==> config.mk <==
export PLATFORM = sky130hd
export DESIGN_NAME = rv_key_debouncer
export DESIGN_NICKNAME = d
export VERILOG_FILES = /design/src/rtl/rv_key_debouncer.sv
export SDC_FILE = /design/constraint.sdc
export NUM_CORES = 1
export LEC_CHECK = 0
export CORE_MARGIN = 2
export CORE_UTILIZATION = 30
export DETAILED_ROUTE_END_ITERATION = 12
export PLACE_DENSITY_LB_ADDON = 0.1
export SLEW_MARGIN = 20
export SYNTH_ARGS = -nofsm -noshare
export SYNTH_HDL_FRONTEND = slang
export SYNTH_SLANG_ARGS = --single-unit
export TNS_END_PERCENT = 20
==> constraint.sdc <==
create_clock -name clk_i -period 1.7 [get_ports clk_i]
set_input_delay 0.34 -clock clk_i [delete_from_list [all_inputs] [get_ports clk_i]]
set_output_delay 0.34 -clock clk_i [all_outputs]
set_load 0.02 [all_outputs]
==> src/rtl/rv_key_debouncer.sv <==
// rv_key_debouncer: synchronises and debounces an active-low key, with press/release strobes, sticky flag and press counter
module rv_key_debouncer #(
  parameter int SYNC_STAGES     = 2,
  parameter int DEBOUNCE_CYCLES = 500000,
  parameter int CNT_W           = 16
) (
  input  logic             clk_i,
  input  logic             arstn_i,
  input  logic             key_raw_i,
  input  logic             clr_i,
  output logic             key_o,
  output logic             press_o,
  output logic             release_o,
  output logic             pressed_flag_o,
  output logic [CNT_W-1:0] press_cnt_o
);
  localparam int CW = $clog2(DEBOUNCE_CYCLES);
  logic [SYNC_STAGES-1:0] r_sync;
  logic [CW-1:0]          r_cnt;
  logic                   r_key, r_press, r_release, r_flag;
  logic [CNT_W-1:0]       r_pcnt;
  logic                   w_sync, w_diff, w_term, w_press;
  assign w_sync  = r_sync[SYNC_STAGES-1];
  assign w_diff  = w_sync != r_key;
  assign w_term  = w_diff && (r_cnt == CW'(DEBOUNCE_CYCLES - 1));
  assign w_press = w_term && !w_sync;
  always_ff @(posedge clk_i or negedge arstn_i) begin
    if (!arstn_i) begin
      r_sync    <= '1;
      r_cnt     <= '0;
      r_key     <= 1'b1;
      r_press   <= 1'b0;
      r_release <= 1'b0;
      r_flag    <= 1'b0;
      r_pcnt    <= '0;
    end else begin
      r_sync    <= {r_sync[SYNC_STAGES-2:0], key_raw_i};
      // any agreement with the clean level restarts the full window
      r_cnt     <= (!w_diff || w_term) ? '0 : r_cnt + 1'b1;
      r_key     <= w_term ? w_sync : r_key;
      r_press   <= w_press;
      r_release <= w_term && w_sync;
      r_flag    <= w_press ? 1'b1 : (clr_i ? 1'b0 : r_flag);
      r_pcnt    <= w_press ? r_pcnt + 1'b1 : r_pcnt;
    end
  end
  assign key_o          = r_key;
  assign press_o        = r_press;
  assign release_o      = r_release;
  assign pressed_flag_o = r_flag;
  assign press_cnt_o    = r_pcnt;
endmodule

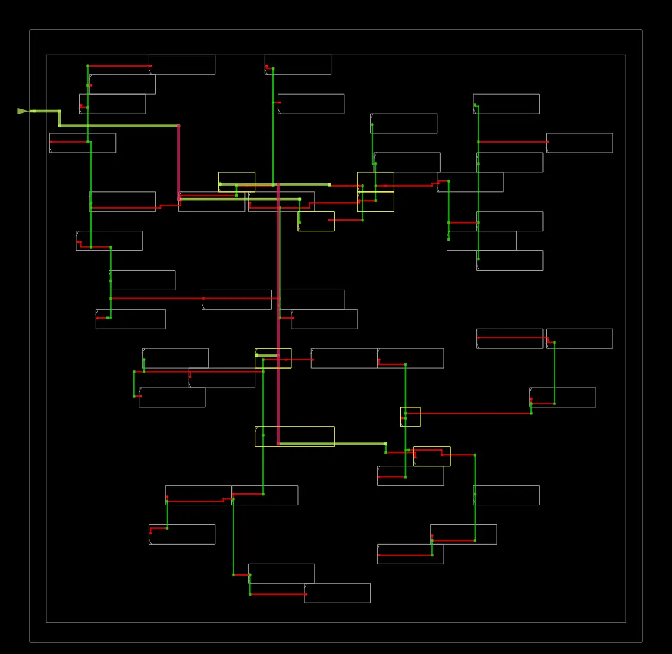
Fig. 1. The clock network (run 1).
number of clock sinks: 41
worst clock skew on the final layout: 7.09 ps
number of buffers added by the clock tree synthesis step: 5
clock network latency to the later pin of the worst-skew pair: 300 ps
Clk. pwr: 0.000834 W

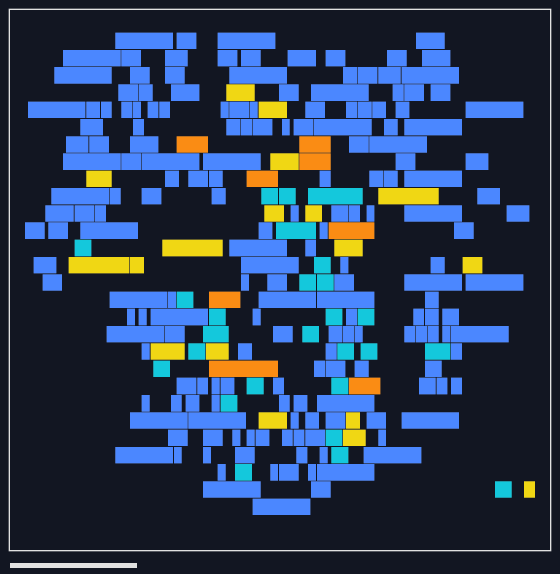
Fig. 2. Sizing map (run 1).
Bar = 20 um.
[drive 6 and up] orange | cells: 8 | share: 3.4% | most used: clkbuf_8
[drive 2] yellow | cells: 18 | share: 7.7%
[drive 3 to 4] cyan | cells: 26 | share: 11% | most used: buf_4
[drive 1 or less] blue | cells: 183 | share: 78% | most used: dfrtp_1

==> notes.md, run 1 <==
The synthesis and PnR run went through. Buffer-and-inverter tally for the worst setup path landed at 1. Per the timing report, the most critical flop-to-flop path originates at r_cnt[5]. Initial DRC count landed at about 50. The synthesized design spends more area on one cell type than any other, namely dfrtp_1. Setup slack on the worst reg-to-reg path comes out at about 27 ps. Looking at the clock tree report, the root buffer type is clkbuf_8. Setup repair after global routing could not meet its margin everywhere. In the floorplan report the effective utilization is approximately 31%. In this run the core area contains 29 standard-cell rows. The register with the most flip-flops in the layout has 19 of them. Summing the areas of all fa, ha and maj instances in the mapped netlist gives between 1 and 1.5% of the synthesized area.

The run finished with clean final reports. Sequential cell area in the final layout landed at 0.00103 mm^2. Minimum clock period after layout landed at 1670 ps. Across all checked pins, the minimum headroom to the slew limit is between 60% and 70%. Share of cells above drive strength 1 landed at between 20 and 25%.

Leaving out fill and tap cells, the most frequent cell in the layout is dfrtp_1. After synthesis, the share of cell area in mux cells is less than 1%. Per STA, the worst path is made up of and4bb_2 -> nand3_1 -> buf_4 -> nor2_2 -> mux2_2. The transition time recorded at the tightest slew-check pin is about 530 ps. Summing internal, switching and leakage power gives 0.00189 W. Cts-stage hold buffer count landed at 0.

Total of flip-flops plus latches after synthesis landed at between 40 and 50. The critical path ends at press_cnt_o[1]. Share of async-settable or async-resettable flops after synthesis landed at 100%. Well tap count landed at a little under 80. The worst setup path is captured at a flop. The chip area line in the Yosys stat output reads a little under 0.002 mm^2.

Number of clock-tree buffers in the layout landed at 6. In this run switching power makes up between 20% and 30% of total power. Combinational-cell power consumption landed at 0.0000676 W. Required time of the worst setup path landed at between 1500 and 2000 ps. A synthesized cell averages around 11 um^2. Total number of multi-input combinational cells landed at roughly 140.

Instance count after placement with tap cells included landed at between 300 and 400. The timing report lists the critical path depth as 5 cells. met1 track demand over resource after global routing is just under 20%. Number of buffers other than clock buffers in the final layout landed at 45.

Counting the inverters off the clock network in the layout gives 3. The layout report lists the clock-cell share of area as 4.60%. The layout report lists the non-clock buffer share of cell area as about 15%.

The highest layer touched by signal routing is met4. Detailed route wirelength on metal3 landed at around 180 um. Post-synthesis instance area landed at ~0.002 mm^2. Summing the areas of all compound-gate instances in the mapped netlist gives roughly 4.5% of the synthesized area. Per the detailed-route log, wirelength across all metal layers totals roughly 4600 um. Per the post-route antenna check, the number of violating nets is 0. After detailed routing, the met2 layer carries around 2100 um of wire.

As logged by OpenROAD, the buffers inserted on ports number 23. The worst setup path is launched from a flop.
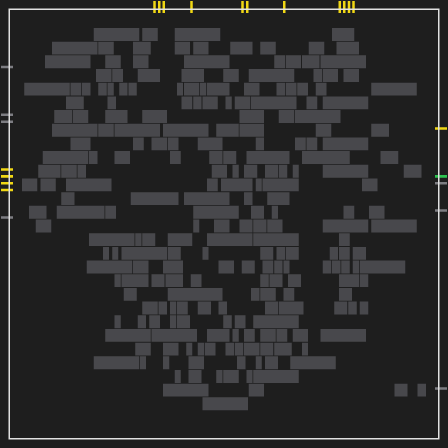
Fig. 3. Ports around the boundary (run 1).
Pins as bars across the die edge, other pins in grey.
[`press_cnt_o`] yellow | pins: 16 | direction: output | edge: 11 top, 4 left, 1 right
[`press_o`] green | pins: 1 | direction: output | edge: right
all pins by edge: 11 top, 8 left, 5 right

Fig. 4: run 1, clock distribution
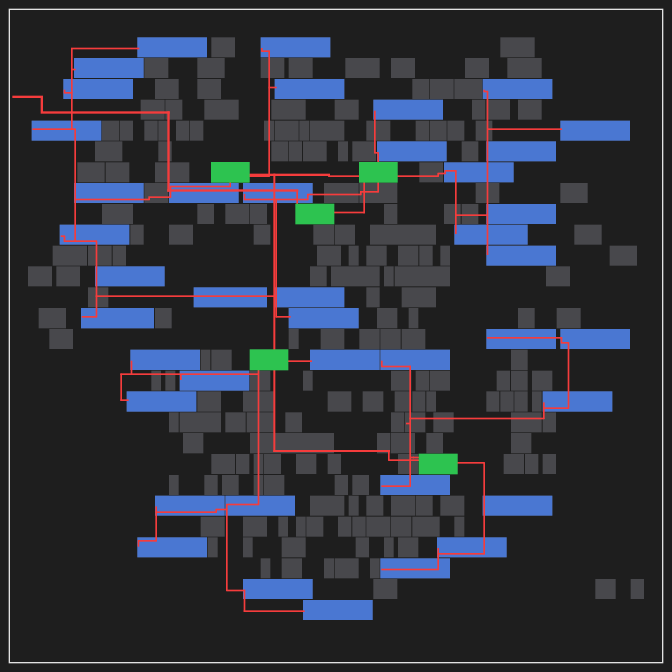

==> inputs of run 2 (changes only) <==
Settings changed: SKIP_LAST_GASP from default to 1.
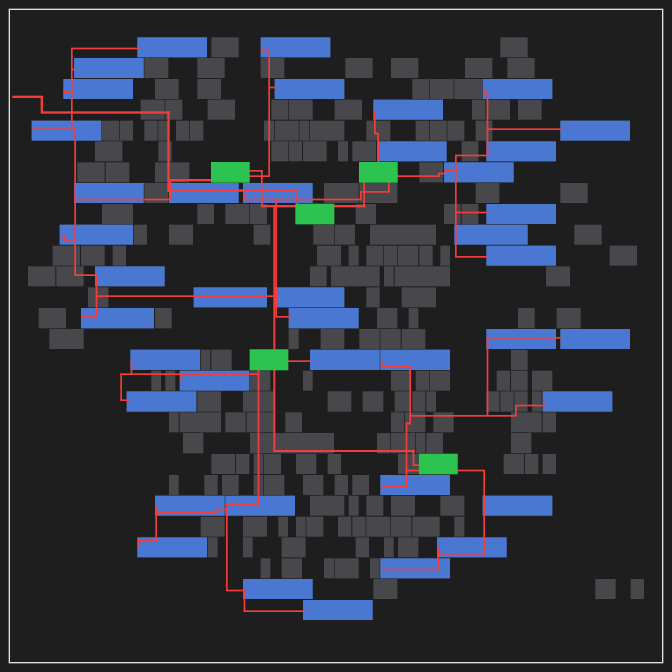
Fig. 5. Clock distribution (run 2).
[cells driving clock nets] green | count: 5
[flip-flops] blue | count: 41
[clock wires] red | length: 569 um
routed clock nets: 6
flops lie: widely spread
power share of the clock group: 44.2%
worst clock skew on the final layout: 7.35 ps
Clk. pwr: 0.000837 W

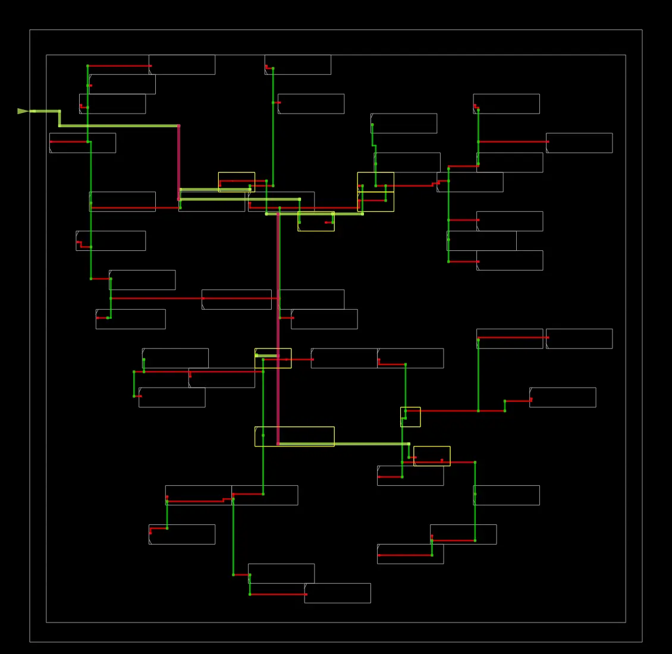
Fig. 6. The clock network (run 2).
number of sequential storage elements: 41
clock buffer instance count of the final layout: 6

==> run 2 against run 1 <==
The flow now finishes with violations (negative setup slack). Register-to-register slack barely moved. Worst hold slack got worse by 4.6 ps. Utilization rose by 0.079 points. Clock power barely moved. Global-route usage fell by 0.10 points. Die size did not move. First-iteration DRC count fell by 22%. Area after synthesis did not move. Flip-flop count did not move. Highest routed layer unchanged.
==> notes.md, run 2 <==
The synthesis and PnR run went through. The worst setup path is launched from a flop. The highest metal layer carrying signal wires in the routed design is met4. The power report shows net switching accounting for between 20% and 30% of the total. At the pin with the least slew margin, the transition time is ~540 ps. Well tap count landed at a little under 80. Measured against the total synthesized area, the mux share comes to less than 1%. Initial DRC count landed at 39. The clock network takes up around 4.6% of total cell area after layout. In this run, post-CTS hold repair placed 0 buffers. The synthesized design spends more area on one cell type than any other, namely dfrtp_1. Count of port buffers added during placement landed at 23. Leaving out the clock tree, the finished layout contains a buffer count of 47. The run finished, with violations left. The register with the most flip-flops in the layout has 19 of them. Wire length after detailed routing landed at around 4600 um. Remaining antenna violation count after routing landed at 0. The checks that failed: negative setup slack.

In the final report, the number of endpoints failing setup comes to 4. The final design was reported to hold multi-input combinational gates totalling between 100 and 150. Before any placement, the netlist area is recorded as between 0.0015 and 0.002 mm^2. Starting utilization of the core area landed at between 30% and 40%. Number of buffers added by the clock tree synthesis step landed at 5. Worst setup slack after layout landed at -21.2 ps. In this run the number of cells on the critical path is 1.

Mean area per synthesized cell landed at roughly 11 um^2. Remaining max-slew budget at the tightest pin landed at roughly 64%. Overall power consumption after layout is estimated at between 0.0015 and 0.002 W. Clock tree synthesis found a total of just over 40 sinks. Non-clock buffering takes up between 10% and 20% of total cell area after layout.

For reference, full adder, half adder and majority cells occupy under 10% of the area reported after synthesis. Sequential cell area in the final layout landed at approximately 0.0010 mm^2. For the worst setup path, the data required time is 1360 ps. Counting tap cells, the placed design contains a total of approximately 300 instances. Share of async-settable or async-resettable flops after synthesis landed at 100%. The cell sitting at the root of the clock tree is a clkbuf_8.

Looking at the reg2reg group, the worst path starts from r_cnt[5]. In this run, synthesis produced a sequential element count of ~41. The routed design uses approximately 160 um of met3 wire. Setup slack on the worst reg-to-reg path comes out at 30 ps. Setup repair after global routing could not meet its margin everywhere. Clock latency on the worst-skew pair, taken at its later pin, is approximately 300 ps. Post-synthesis share of cell area spent on and-or and or-and gates landed at under 10%.

Leaving out fill and tap cells, the most frequent cell in the layout is dfrtp_1. Number of inverters outside the clock class in the layout landed at 3. OpenSTA lists the critical path endpoint as press_cnt_o[9].
==> inputs of run 3 (changes only) <==
Settings changed: SLEW_MARGIN 20 to 40.
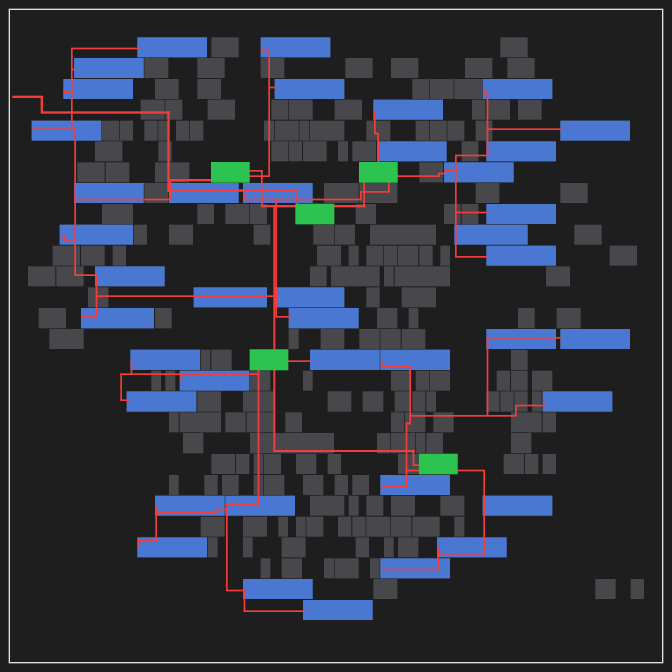
Fig. 7. Clock distribution (run 3).
[flip-flops] blue | count: 41
[cells driving clock nets] green | count: 5
[clock wires] red | length: 569 um
flops lie: widely spread
routed clock nets: 6

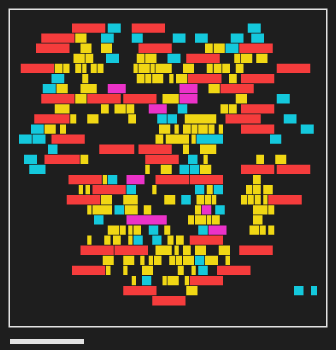
Fig. 8. Cell classes on the final placement (run 3).
Bar = 20 um.
[all other logic] yellow | cells: 141 | share of their area: 38%
[clock drivers and dummy loads] magenta | cells: 8 | share of their area: 4.8%
[flops] red | cells: 41 | share of their area: 41%
[other buffers and delay cells] cyan | cells: 47 | share of their area: 17%

==> run 3 against run 2 <==
The run still ends with negative setup slack left. Power is the same. Routed wire length unchanged. First-iteration DRC count unchanged. Die size stayed put.
==> notes.md, run 3 <==
The synthesis and PnR run went through. Setup repair after global routing could not meet its margin everywhere. Total number of multi-input combinational cells landed at between 100 and 150. Sequential cell area in the final layout landed at slightly above 0.001 mm^2.

Post-synthesis instance area landed at around 0.0020 mm^2. The worst setup path is captured at a primary output. The register with the most flip-flops in the layout has 19 of them. In this run the remaining antenna-violating nets after routing total 0.

Flip-flop and latch count landed at around 41. The clock buffers instantiated in the layout total 6. Share of cells above drive strength 1 landed at 21.9%. Total of flip-flops plus latches after synthesis landed at slightly above 40.

Area fraction in mux cells landed at less than 1%. Setup slack of the most critical reg-to-reg path landed at 30 ps. In this run the core area contains 29 standard-cell rows. Switching share of power landed at between 20% and 30%. In the detailed route, the total length drawn on met3 is around 160 um. The final layout report lists a non-clock buffer count of around 47. Depth of the critical timing path with buffers and inverters included landed at 1. Following the worst setup path forward leads to its endpoint at press_cnt_o[9]. STA classifies the critical path startpoint as a flop. Per report_power, the clock group accounts for between 40 and 50% of the total. Wire length on met2 landed at approximately 2100 um. Cts-stage hold buffer count landed at 0. STA lists the startpoint of the worst register-to-register path as r_cnt[5]. Buffers outside the clock tree occupy 16.0% of the routed design's cell area. Along the critical path, the tally of buffer and inverter instances is 1. Clock network power consumption landed at around 0.00084 W.

Mean area per synthesized cell landed at between 10 and 15 um^2. The cell sequence reported for the critical path is clkdlybuf4s50_1. The last timing report of the flow puts the setup violation total at 4. The checks that failed: negative setup slack. Of the total synthesized cell area, the portion taken by full adders, half adders and majority gates is 1.27%. Initial DRC count landed at 39. Power attributed to combinational cells is a little under 0.00007 W.

In the synthesis report, Yosys lists the chip area as 0.00197 mm^2. After layout, the worst setup slack is -21.2 ps. The synthesized netlist devotes around 4.5% of its cell area to compound gates.

Clock latency of the later-clocked register in the worst-skew pair landed at around 300 ps. After detailed routing, the total wire length is 4560 um. The tree is rooted in a clkbuf_8. Minimum clock period after layout landed at between 1500 and 2000 ps. The run finished, with violations left. Share of final layout cell area taken by clock buffers and inverters landed at about 4.6%.
No activity file was given, so power comes from the tool's default toggle rates.
